==> config.mk <==
export PLATFORM = sky130hd
export DESIGN_NAME = xyz_change_reader
export DESIGN_NICKNAME = d
export VERILOG_FILES = /design/src/rtl/xyz_change_reader.sv
export SDC_FILE = /design/constraint.sdc
export NUM_CORES = 1
export LEC_CHECK = 0
export CORE_ASPECT_RATIO = 0.5
export CORE_MARGIN = 4
export CORE_UTILIZATION = 31
export DETAILED_ROUTE_END_ITERATION = 10
export PLACE_DENSITY = 0.47
export SYNTH_ARGS = -nofsm -noshare
export SYNTH_HDL_FRONTEND = slang
export SYNTH_SLANG_ARGS = --single-unit
==> constraint.sdc <==
create_clock -name i_clk -period 7.2 [get_ports i_clk]
set_clock_uncertainty 0.2 [all_clocks]
set_input_delay 1.08 -clock i_clk [delete_from_list [all_inputs] [get_ports i_clk]]
set_output_delay 1.08 -clock i_clk [all_outputs]
set_load 0.02 [all_outputs]
==> src/rtl/xyz_change_reader.sv <==
// Samples the z/y/x flags, queues every change as {new value, change mask} in a
// first-word-fall-through FIFO, and keeps saturating rising-edge counters per flag.
module xyz_change_reader #(
    parameter int unsigned DEPTH = 4,
    parameter int unsigned CNT_W = 8
) (
    input  logic                     i_clk,
    input  logic                     i_arst_n,
    input  logic                     i_srst,
    input  logic                     i_z,
    input  logic                     i_y,
    input  logic                     i_x,
    output logic                     o_valid,
    input  logic                     i_ready,
    output logic [5:0]               o_data,
    output logic [$clog2(DEPTH):0]   o_level,
    output logic                     o_overflow,
    output logic [CNT_W-1:0]         o_rise_z,
    output logic [CNT_W-1:0]         o_rise_y,
    output logic [CNT_W-1:0]         o_rise_x
);

    localparam int unsigned AW = $clog2(DEPTH);
    localparam int unsigned LW = AW + 1;
    localparam logic [LW-1:0] FULL_LVL = LW'(DEPTH);
    localparam logic [CNT_W-1:0] CNT_MAX = '1;

    logic [2:0]        r_prev;
    logic [5:0]        r_mem [DEPTH];
    logic [AW-1:0]     r_wptr;
    logic [AW-1:0]     r_rptr;
    logic [LW-1:0]     r_level;
    logic              r_overflow;
    logic [CNT_W-1:0]  r_rise_z;
    logic [CNT_W-1:0]  r_rise_y;
    logic [CNT_W-1:0]  r_rise_x;

    logic [2:0]        w_cur;
    logic [2:0]        w_mask;
    logic [2:0]        w_rise;
    logic              w_push;
    logic              w_pop;
    logic              w_full;
    logic              w_push_ok;
    logic              w_drop;
    logic [LW-1:0]     w_level_nxt;

    function automatic logic [CNT_W-1:0] sat_inc(input logic [CNT_W-1:0] c, input logic en);
        return (en && (c != CNT_MAX)) ? c + 1'b1 : c;
    endfunction

    always_comb begin
        w_cur     = {i_z, i_y, i_x};
        w_mask    = w_cur ^ r_prev;
        w_rise    = w_cur & ~r_prev;
        w_push    = |w_mask;
        w_pop     = (r_level != '0) && i_ready;
        w_full    = (r_level == FULL_LVL);
        // A pop in the same cycle frees the slot, so a full FIFO still accepts.
        w_push_ok = w_push && (!w_full || w_pop);
        w_drop    = w_push && w_full && !w_pop;
        unique case ({w_push_ok, w_pop})
            2'b10:   w_level_nxt = r_level + 1'b1;
            2'b01:   w_level_nxt = r_level - 1'b1;
            default: w_level_nxt = r_level;
        endcase
    end

    always_ff @(posedge i_clk or negedge i_arst_n) begin
        if (!i_arst_n) begin
            r_prev     <= '0;
            r_wptr     <= '0;
            r_rptr     <= '0;
            r_level    <= '0;
            r_overflow <= 1'b0;
            r_rise_z   <= '0;
            r_rise_y   <= '0;
            r_rise_x   <= '0;
            for (int i = 0; i < DEPTH; i++) r_mem[i] <= '0;
        end else if (i_srst) begin
            r_prev     <= '0;
            r_wptr     <= '0;
            r_rptr     <= '0;
            r_level    <= '0;
            r_overflow <= 1'b0;
            r_rise_z   <= '0;
            r_rise_y   <= '0;
            r_rise_x   <= '0;
            for (int i = 0; i < DEPTH; i++) r_mem[i] <= '0;
        end else begin
            r_prev <= w_cur;
            if (w_push_ok) begin
                r_mem[r_wptr] <= {w_cur, w_mask};
                r_wptr        <= r_wptr + 1'b1;
            end
            if (w_pop) r_rptr <= r_rptr + 1'b1;
            r_level <= w_level_nxt;
            if (w_drop) r_overflow <= 1'b1;
            r_rise_z <= sat_inc(r_rise_z, w_rise[2]);
            r_rise_y <= sat_inc(r_rise_y, w_rise[1]);
            r_rise_x <= sat_inc(r_rise_x, w_rise[0]);
        end
    end

    assign o_valid    = (r_level != '0);
    assign o_data     = r_mem[r_rptr];
    assign o_level    = r_level;
    assign o_overflow = r_overflow;
    assign o_rise_z   = r_rise_z;
    assign o_rise_y   = r_rise_y;
    assign o_rise_x   = r_rise_x;

endmodule

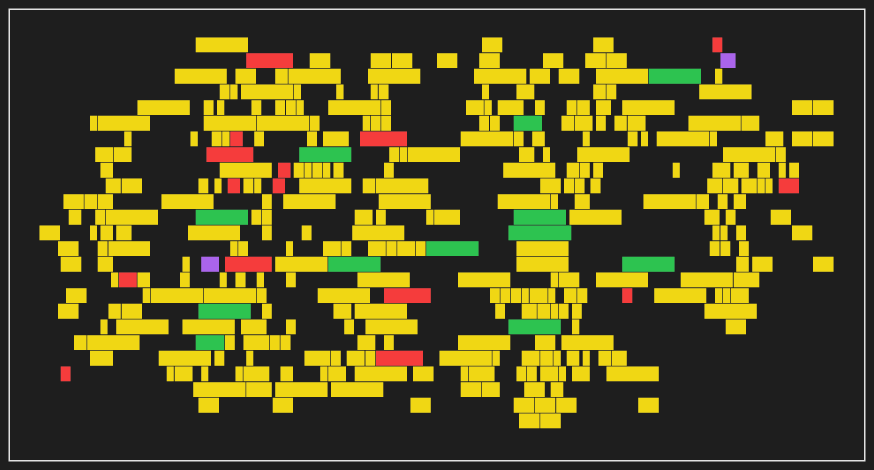
sizes.png
legend:
  _6 and larger:
    colour: green
    cells: 12
  _0 and _1 cells:
    colour: yellow
    cells: 313
  _3 and _4 cells:
    colour: purple
    cells: 2
  _2 cells:
    colour: red
    cells: 15
final design instance area without fill: 3820 um^2
Setup WS post-layout: 3.40 ns
layout overhead on the synthesized area: 25.1%
count of non-CTS buffers in the layout: 42

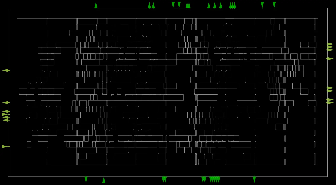
placement.png
Layout Cells excl Fill: 477
tap cells: 135
number of fillers in the final layout: 952
Std-Cell Rows: 25
Final Core Density: 40.1%

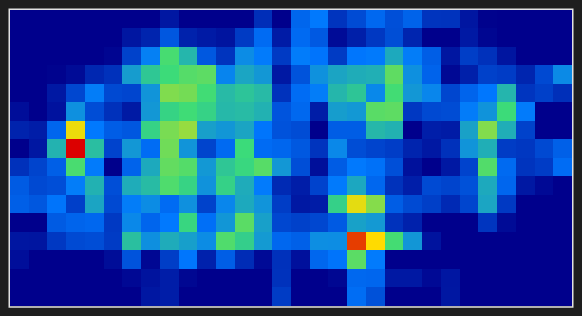
metal_density.png
30 x 16 tiles, from dark blue (low) to red (high), scaled to the fullest tile. Values are wire area over tile area, all layers added.
nearly empty tiles: 28%
fullest tile: 0.56
tiles over half the peak: 6.5%
emptiest ninth of the die: lower right
mean over tiles: 0.098
Post-Route WL: 7.26 mm
GRT Total Usage: 13.3%
Vias: 2448
drt wl/cell: 15.2 um

==> run notes <==
Implementation progress

The synthesis log from Yosys contains 0 warnings. The chip area line in the Yosys stat output reads approximately 3100 um^2. The slowest stage of the critical path is the clkdlybuf4s50_1 cell.

dfrtp_1 takes more of the synthesized area than any other cell. According to the hold report, the worst path is of the flip-flop to flip-flop type. For this run, global-route usage on met3 was measured as roughly 4.3%. Measured on the final layout, buffering overhead outside the clock network stands at between 10% and 20%. The floorplan step records an initial core utilization of around 32%. The area share of the largest cell type after synthesis stands at between 40% and 50%. The worst-case max-slew headroom was logged as between 20% and 30%.

Per the GRT congestion report, total overflow comes to 0. The share of synthesized cell area in and-or and or-and compound cells stands at between 10% and 20%. Per the OpenROAD floorplan log, the area of the core is about 9500 um^2. The final hold slack stands at between 0.3 and 0.4 ns. At the end of the flow, the number of nets in the layout was 356. The count of cell types in the netlist stands at around 43. Per the TritonCTS log, the buffer count is 9. Counting flops with an async set or reset pin after synthesis yields a share of 100%. STA shows the worst min-delay path finishing at r_mem[0]$_DFFE_PN0P_. Yosys reports that the most numerous cell types are dfrtp_1 (59), a21oi_1 (37), nand3_1 (30). The first-pass GRT wire length stands at approximately 12 mm. The critical path goes through clkdlybuf4s50_1 > ha_1 > nand3_1 > nor2_1 > fa_1 > nand2b_1 > or3_1 > a21o_1 > a31oi_1.

STA classifies the critical path endpoint as a flip-flop. The routed via count divided by cell count stands at 5.13. The critical path is of the input port to flip-flop type.

The clock-pin slew reported for the worst setup and hold paths after clock tree synthesis stands at 0.05 ns. The main area contributors are dfrtp_1 (48%), a21oi_1 (6.1%), nand3_1 (4.9%), mux4_2 (4.4%), ha_1 (4.1%). The met1 demand-to-capacity share in global routing stands at 17.4%. The post-CTS setup repair buffer count stands at 0. The final weighted congestion in routability-driven placement stands at a little under 0.8. For the worst reg-to-reg path, the endpoint reported by OpenROAD is o_level[2]$_DFFE_PN0P_. The number of cells reported by Yosys stat comes to around 310. The flow reports an fmax of ~0.26 GHz. The maximum level of the CTS H-tree stands at 3.

The timing report attributes the biggest portion of critical-path delay to simple AND/OR/NAND/NOR gates. Counting endpoints that fail hold in the final report gives 0. The flow ran to the end, and the final reports show no timing, DRC or antenna violations.
-- sequential cells by signal, indices dropped and copies added, names as in the netlist --
signal      cells
r_mem          24
r_prev          3
o_rise_x        8
o_rise_y        8
o_overflow      1
o_level         3
r_wptr          2
o_rise_z        8
r_rptr          2
-- worst reg2reg max path, stage by stage, from the launching register on --
cell and delay, ns:
dfrtp_1 0.32, inv_1 0.04, ha_1 0.35, nand3_1 0.38, nor2_1 0.14, fa_1 0.44, nand2b_1 0.18, or3_1 0.31
a21o_1 0.19, a31oi_1 0.17
-- report_power, final --
group	leakage [uW]	internal (uW)	switching [uW]
sequential	0.000803	369	46.9
clock	0.000146	284	139
combinational	0.000627	123	144
total	0.00158	776	330
-- layer usage --
layer	up-vias	wire (um)
met4	0	127
met2	64	3290
met1	1200	3550
li1	1169	-
met5	-	0
met3	15	292
Power figures rest on the tool's default switching activity, not on a simulated workload.
